### Cell outlines without signal wires, run 1

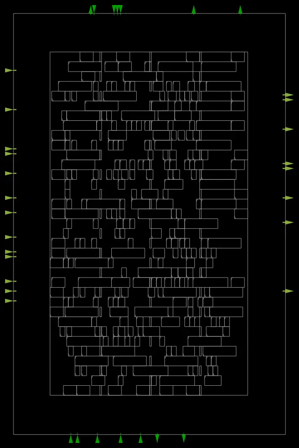
### Routed metal per tile, run 1

15 x 23 tiles, from dark blue (low) to red (high), scaled to the fullest tile. Values are wire area over tile area, all layers added.
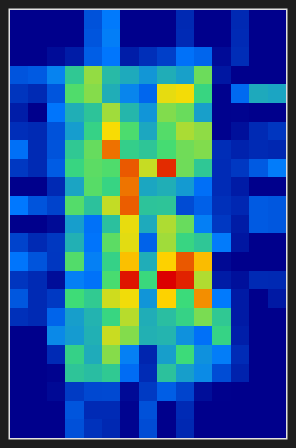
### Sequential cells grouped by signal name, run 1

Scale bar: 20 um.
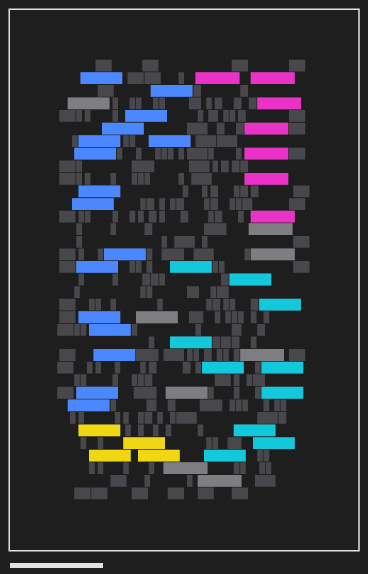
### Clock distribution, run 1

Scale bar: 20 um.
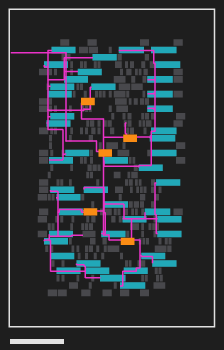
<file path="config.mk">
export PLATFORM = sky130hd
export DESIGN_NAME = seg7_scan_driver
export DESIGN_NICKNAME = d
export VERILOG_FILES = /design/src/rtl/clock_pkg.sv /design/src/rtl/bcd_to_seg7.sv /design/src/rtl/seg7_scan_driver.sv
export SDC_FILE = /design/constraint.sdc
export NUM_CORES = 1
export LEC_CHECK = 0
export ABC_AREA = 1
export CELL_PAD_IN_SITES_DETAIL_PLACEMENT = 0
export CELL_PAD_IN_SITES_GLOBAL_PLACEMENT = 1
export CORE_ASPECT_RATIO = 1.75
export CORE_MARGIN = 10
export CORE_UTILIZATION = 40
export DETAILED_ROUTE_END_ITERATION = 8
export PLACE_DENSITY_LB_ADDON = 0.1
export SLEW_MARGIN = 10
export SYNTH_ARGS = -nofsm -noshare
export SYNTH_HDL_FRONTEND = slang
export SYNTH_SLANG_ARGS = --single-unit
</file>
<file path="constraint.sdc">
create_clock -name i_clk -period 4.7 [get_ports i_clk]
set_input_delay 1.175 -clock i_clk [delete_from_list [all_inputs] [get_ports i_clk]]
set_output_delay 1.175 -clock i_clk [all_outputs]
set_load 0.02 [all_outputs]
</file>
<file path="src/rtl/clock_pkg.sv">
// rtl/clock_pkg.sv - shared segment patterns and digit count for the scanned display
package clock_pkg;

  localparam int NUM_DIGITS = 4;

  typedef logic [6:0] seg_t;

  // Active-low {g,f,e,d,c,b,a}
  localparam seg_t SEG_0    = 7'h40;
  localparam seg_t SEG_1    = 7'h79;
  localparam seg_t SEG_2    = 7'h24;
  localparam seg_t SEG_3    = 7'h30;
  localparam seg_t SEG_4    = 7'h19;
  localparam seg_t SEG_5    = 7'h12;
  localparam seg_t SEG_6    = 7'h02;
  localparam seg_t SEG_7    = 7'h78;
  localparam seg_t SEG_8    = 7'h00;
  localparam seg_t SEG_9    = 7'h10;
  localparam seg_t SEG_DASH = 7'h3F;
  localparam seg_t SEG_OFF  = 7'h7F;

endpackage

</file>
<file path="src/rtl/bcd_to_seg7.sv">
// rtl/bcd_to_seg7.sv - combinational BCD nibble to active-low segment pattern
module bcd_to_seg7
  import clock_pkg::*;
(
  input  logic [3:0] nibble,
  output seg_t       seg
);

  always_comb begin
    seg = SEG_DASH;
    case (nibble)
      4'd0: seg = SEG_0;
      4'd1: seg = SEG_1;
      4'd2: seg = SEG_2;
      4'd3: seg = SEG_3;
      4'd4: seg = SEG_4;
      4'd5: seg = SEG_5;
      4'd6: seg = SEG_6;
      4'd7: seg = SEG_7;
      4'd8: seg = SEG_8;
      4'd9: seg = SEG_9;
      default: seg = SEG_DASH;
    endcase
  end

endmodule

</file>
<file path="src/rtl/seg7_scan_driver.sv">
// rtl/seg7_scan_driver.sv - 4-digit multiplexed 7-segment scan driver with frame snapshot
// Optional LEADING_ZERO_BLANK_EN: blank digit 3 when its snapshot value is zero.
module seg7_scan_driver
  import clock_pkg::*;
#(
  parameter int DIV   = 1000,
  parameter int BLANK = 16
)
(
  input  logic                  i_clk,
  input  logic                  i_reset,
  input  logic [15:0]           i_bcd,
  input  logic [NUM_DIGITS-1:0] i_dp,
  output logic [6:0]            o_seg,
  output logic                  o_dp,
  output logic [NUM_DIGITS-1:0] o_an,
  output logic                  o_frame
);

  localparam int CW = (DIV > 1) ? $clog2(DIV) : 1;

  logic [CW-1:0]           cnt;
  logic [1:0]              idx;
  logic [15:0]             snap_bcd;
  logic [NUM_DIGITS-1:0]   snap_dp;
  logic                    last;
  logic                    capture;
  logic                    lead_blank;
  logic                    lit;
  logic [3:0]              nibble;
  seg_t                    dec_seg;

  assign last    = (cnt == CW'(DIV - 1));
  assign capture = last && (idx == 2'd3);
  assign nibble  = snap_bcd[{idx, 2'b00} +: 4];

`ifdef LEADING_ZERO_BLANK_EN
  assign lead_blank = (idx == 2'd3) && (snap_bcd[15:12] == 4'd0);
`else
  assign lead_blank = 1'b0;
`endif

  // Digit is driven only after the anti-ghost gap at the start of its slot
  assign lit = (cnt >= CW'(BLANK)) && !lead_blank;

  bcd_to_seg7 u_dec (
    .nibble (nibble),
    .seg    (dec_seg)
  );

  always_ff @(posedge i_clk or posedge i_reset) begin
    if (i_reset) begin
      cnt      <= '0;
      idx      <= 2'd0;
      snap_bcd <= '0;
      snap_dp  <= '0;
      o_an     <= '1;
      o_seg    <= SEG_OFF;
      o_dp     <= 1'b1;
      o_frame  <= 1'b0;
    end else begin
      cnt <= last ? '0 : cnt + 1'b1;
      if (last)
        idx <= idx + 2'd1;
      // Snapshot on the final clock of digit 3 so a frame never mixes old and new data
      if (capture) begin
        snap_bcd <= i_bcd;
        snap_dp  <= i_dp;
      end
      o_frame <= capture;
      if (lit) begin
        o_an  <= ~(NUM_DIGITS'(1) << idx);
        o_seg <= dec_seg;
        o_dp  <= ~snap_dp[idx];
      end else begin
        o_an  <= '1;
        o_seg <= SEG_OFF;
        o_dp  <= 1'b1;
      end
    end
  end

endmodule

</file>
==> results.txt, run 1 <==
run metrics: Setup TNS Final 0 ns, max incr delay on CP 0.60 ns, Die Size 8790 um^2, Mapped Area 2140 um^2, Post-Syn Nets 289, Flop pwr share 59.0%, cell count after synthesis 255, combinational power share 3.8%, P_int 0.000523 W, area grow syn2layout 21.5%, FP Util 41.1%, Chip Height 117 um, sw power 0.000133 W, CP endpoint kind primary output, Max Slew Vio Count 0, Crit Path Max Fanout 1, I/O pin count 35, Post-Layout Inst Area 2600 um^2, met1 Usage GRT 12.3%, Post-DRT Antenna Nets 0, f_max 388 MHz, DR WL/cell 12.5 um, CTS buffer count 5, vias in the first global route 1,699, root buf cell clkbuf_8, drt drc 0, most used logic cell in the final layout nand2_1, worst vdd ir 0.000141 V, CP cell instances clkdlybuf4s50_1, largest net degree at the start of global routing 26, leakage 1.23 nW, GRT overflow 0, status completed, cts hold-fix bufs 0, Synth warnings 0, total of max-cap violations 0, Worst EP arrival 1.41 ns, #FFs+latches synth 45, count of input and output buffers 34, register share after synthesis 53.3%, Die Wd 75.3 um, fill count 525
About 'Cell outlines without signal wires':
Final Non-Filler Cells: 346
sequential cells: 45
core area: 5210 um^2
Well Taps: 55
sequential cell area share: 43.9%

About 'Routed metal per tile':
The fullest tile reaches 0.32. The mean over all tiles is 0.076. The densest ninth of the die: centre. The emptiest ninth of the die: lower right. 26% of the tiles are nearly empty. 16% of the tiles are over half the peak.

About 'Sequential cells grouped by signal name':
Key: yellow = snap_dp [sequential cells 4]; blue = snap_bcd [sequential cells 16]; cyan = cnt [sequential cells 10]; magenta = o_seg [sequential cells 7, where upper right]
Sequential Power: 0.000387 W
fin util: 49.9%
Seq. cell area: 1140 um^2

About 'Clock distribution':
Key: magenta = clock wires [length 576 um]; orange = clock-net drivers [count 5]; cyan = flip-flops [count 45]
There are 6 routed clock nets.

==> run 1: power by group through the flow <==
| stage | logic [W] | clock network (W) | registers (W) |
|---|---|---|---|
| final | 0.0000248 | 0.000244 | 0.000387 |
| after global placement | 0.0000259 | 0 | 0.000395 |
| after detailed placement | 0.0000260 | 0 | 0.000395 |
| after floorplan | 0.00000559 | 0 | 0.000395 |
| after global routing | 0.0000279 | 0.000271 | 0.000387 |
| after CTS | 0.0000259 | 0.000254 | 0.000387 |
==> run 1: worst paths after layout <==
check	startpoint	to	slack [ns]	cells after the start
worst max-delay path	o_an[0]$_DFF_PP1_	o_an[0]	2.12	1
min in group asynchronous	i_reset	cnt[3]$_DFF_PP0_	1.21	2
max in group asynchronous	i_reset	snap_bcd[14]$_DFFE_PP0P_	2.78	3
worst min-delay path	snap_dp[1]$_DFFE_PP0P_	snap_dp[1]$_DFFE_PP0P_	0.48	2
worst max register to register	cnt[0]$_DFF_PP0_	snap_dp[1]$_DFFE_PP0P_	2.56	7
worst min register to register	snap_dp[1]$_DFFE_PP0P_	snap_dp[1]$_DFFE_PP0P_	0.48	2
==> run 1: synth_stat cells (all sizes together) <==
| library cell | instances | area (um^2) |
|---|---|---|
| nor3 | 1 | 10.0 |
| buf | 6 | 42.5 |
| o21ai | 6 | 30.0 |
| nand2 | 107 | 407 |
| ha | 12 | 150 |
| nor2 | 14 | 55.1 |
| nand4 | 1 | 6.26 |
| a21oi | 4 | 20.0 |
| nand3 | 26 | 130 |
| inv | 26 | 97.6 |
| o22ai | 1 | 6.26 |
| o21bai | 1 | 7.51 |
| clkbuf | 1 | 3.75 |
| nand3b | 1 | 7.51 |
| dfrtp | 33 | 826 |
| xor2 | 2 | 17.5 |
| o211ai | 1 | 7.51 |
| dfstp | 12 | 315 |
==> run 1: final cells by class <==
class | count | area [um^2] | share of cell area [%]
tap | 55 | 68.8 | 2.65
clock buffer | 8 | 90.1 | 3.46
sequential | 45 | 1140 | 43.9
inverter | 26 | 97.6 | 3.75
multi-input combinational | 177 | 855 | 32.9
timing repair buffer | 35 | 348 | 13.4
==> run 1: state kept, by name, indices dropped and copies added (netlist names) <==
signal / cells
o_an: 4
o_frame: 1
o_dp: 1
cnt: 10
snap_bcd: 16
snap_dp: 4
o_seg: 7
idx: 2
==> run 1: metal layers <==
metal / vias up / share of wire, %
li1: 853 / -
met4: 0 / 1.7
met1: 764 / 43
met2: 30 / 53
met5: - / 0
met3: 7 / 3.1
==> run 1: cells by family (layout without fill, tap and decap cells) <==
logic type / after synthesis / after routing / synth area share, %
compound gates: 13 / 13 / 3.33
xor+xnor: 2 / 2 / 0.819
fa+ha+maj: 12 / 12 / 7.02
buf+inv: 33 / 69 / 6.73
flops: 45 / 45 / 53.3
simple gates: 150 / 150 / 28.8
==> run 1: stage by stage <==
stage               power [W]  utilization [%]  std cells
global placement     0.000420             48.2        338
detailed placement   0.000421             48.2        338
floorplan            0.000400                -        255
CTS                  0.000667             49.9        346
global route         0.000687             49.9        346
finish               0.000656             49.9        346
### Drive-strength map, run 1

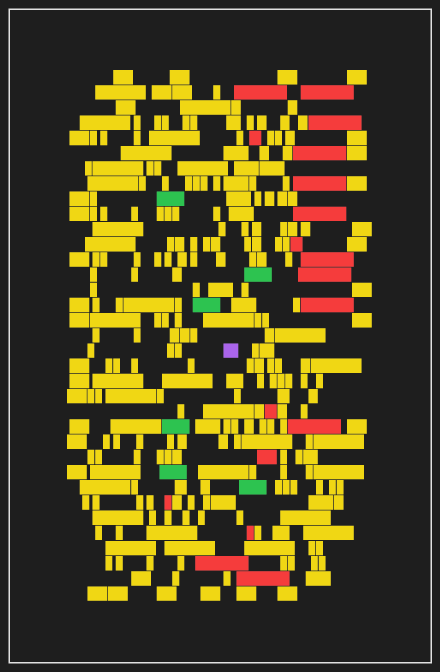

==> inputs of run 2 (changes only) <==
--- a/config.mk
+++ b/config.mk
@@ -10,7 +10,7 @@
 export CELL_PAD_IN_SITES_GLOBAL_PLACEMENT = 1
 export CORE_ASPECT_RATIO = 1.75
 export CORE_MARGIN = 10
-export CORE_UTILIZATION = 40
+export CORE_UTILIZATION = 39
 export DETAILED_ROUTE_END_ITERATION = 8
 export PLACE_DENSITY_LB_ADDON = 0.1
 export SLEW_MARGIN = 10
==> constraint.sdc (replaced) <==
create_clock -name i_clk -period 2.55 [get_ports i_clk]
set_input_delay 0.6375 -clock i_clk [delete_from_list [all_inputs] [get_ports i_clk]]
set_output_delay 0.6375 -clock i_clk [all_outputs]
set_load 0.02 [all_outputs]
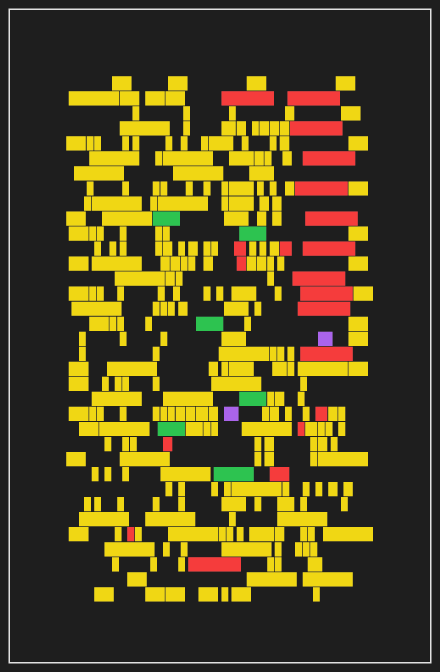
*Drive-strength map, run 2*
Key: yellow = x1 and smaller [cells 265, most used nand2_1]; green = x6 and larger [cells 6, most used clkbuf_8]; purple = x3 and x4 [cells 2, most used buf_4]; red = x2 [cells 20, most used dfstp_2]

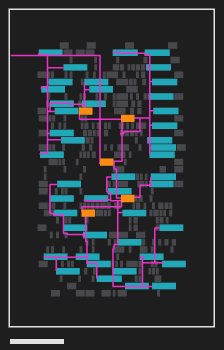
*Clock distribution, run 2*
Scale bar: 20 um.
Key: orange = clock-net drivers [count 5]; cyan = flip-flops [count 45]; magenta = clock wires [length 543 um]
There are 6 routed clock nets.
Clock net power: 0.000417 W
clock power share: 35.3%
Final Skew: 0.0123 ns

==> run 2 against run 1 <==
Effect of this change: critical endpoint unchanged; worst setup slack worse by 1.6 ns; synthesized cell count is the same; routed wire length is 1.6% higher; largest power group unchanged; register-to-register slack worse by 2.0 ns; sequential share of layout area is 0.73 points lower; hold slack hardly changed; largest cell class unchanged; sequential cell count unchanged; highest routed layer unchanged.
==> results.txt, run 2 <==
run metrics: status completed, Worst EP arrival 1.41 ns, cts hold-fix bufs 0, total of max-cap violations 0, xor/xnor share 0.819%, Largest type area fraction 38.6%, Crit Path Max Fanout 1, Async SR Flop Fraction 100%, Cell area leaders dfrtp_1, nand2_1, dfstp_2, ha_1, nand3_1, Post-DRT Antenna Nets 0, f_max 488 MHz, Synth warnings 0, Setup TNS Final 0 ns, DR WL/cell 12.0 um, CTS buffer count 5, I/O pin count 35, largest area contributor in the netlist dfrtp_1, core area 5300 um^2, top cells by count, synth nand2_1, dfrtp_1, nand3_1, Hold Startpoint snap_bcd[13]$_DFFE_PP0P_, Worst R2R Start idx[0]$_DFFE_PP0N_, leakage 1.24 nW, Synth top cell by count nand2_1, #FFs+latches synth 45, Mapped Area 2140 um^2, DR top layer met4, met1 WL 1.77 mm, Adder Share, Synth 7.02%, WL met2 2.37 mm
-- run 2: netlist changes by cell type in the layout (fill, tap and decap cells not counted), sizes merged --
cell    before  now
buf          1    3
clkbuf       8    6
clkinv       1    3
-- run 2: kinds of logic after synthesis --
logic type               count (synthesis)
buffers and inverters                   33
adder cells (fa/ha/maj)                 12
AND/OR/NAND/NOR                        150
flip-flops                              45
XOR/XNOR                                 2
AND-OR/OR-AND                           13
-- run 2: layout make-up --
type                    count  area [um^2]  area share [%]
flip-flops and latches     45         1140            43.2
multi-input cells         177          855            32.3
repair buffers             37          375            14.2
inverters                  26         97.6            3.69
well taps                  74         92.6            3.50
clock buffers               6         72.6            2.74
clock inverters             2         10.0           0.379
-- run 2: power by group --
| group | internal, W | switching, W |
|---|---|---|
| logic | 0.0000318 | 0.0000178 |
| clock network | 0.000190 | 0.000227 |
| registers | 0.000714 | 0 |
-- run 2: worst reg2reg max path, stage by stage (launching register included) --
cell     delay, ns
dfrtp_1       0.58
inv_1         0.30
nand2_1       0.13
nand3_1       0.07
nand2_1       0.19
inv_1         0.13
ha_1          0.21
inv_1         0.05
nand3_1       0.07
nand3_1       0.10
nand3_1       0.07
-- run 2: routing by layer --
layer	up-vias	GRT usage [%]
met2	30	19.1
met5	-	0
li1	858	-
met3	4	3.44
met1	750	10.6
met4	0	3.93
-- run 2: final timing paths --
check / slack (ns) / cells past startpoint / to
worst min-delay path: 0.48 / 2 / snap_bcd[13]$_DFFE_PP0P_
worst max register to register: 0.56 / 10 / o_seg[5]$_DFF_PP1_
worst min register to register: 0.48 / 2 / snap_bcd[13]$_DFFE_PP0P_
max in group asynchronous: 1.32 / 3 / o_seg[1]$_DFF_PP1_
min in group asynchronous: 0.64 / 2 / cnt[0]$_DFF_PP0_
worst max-delay path: 0.50 / 1 / o_an[0]
-- run 2: metrics by stage --
stage,power [W],setup WS [ns],area (um^2)
after global placement,0.000778,0.647,2560
final,0.00118,0.502,2640
after detailed placement,0.000779,0.588,2560
after CTS,0.00120,0.470,2640
after floorplan,0.000738,0.873,2140
after global routing,0.00124,0.294,2640
Power and IR drop assume default switching activity.
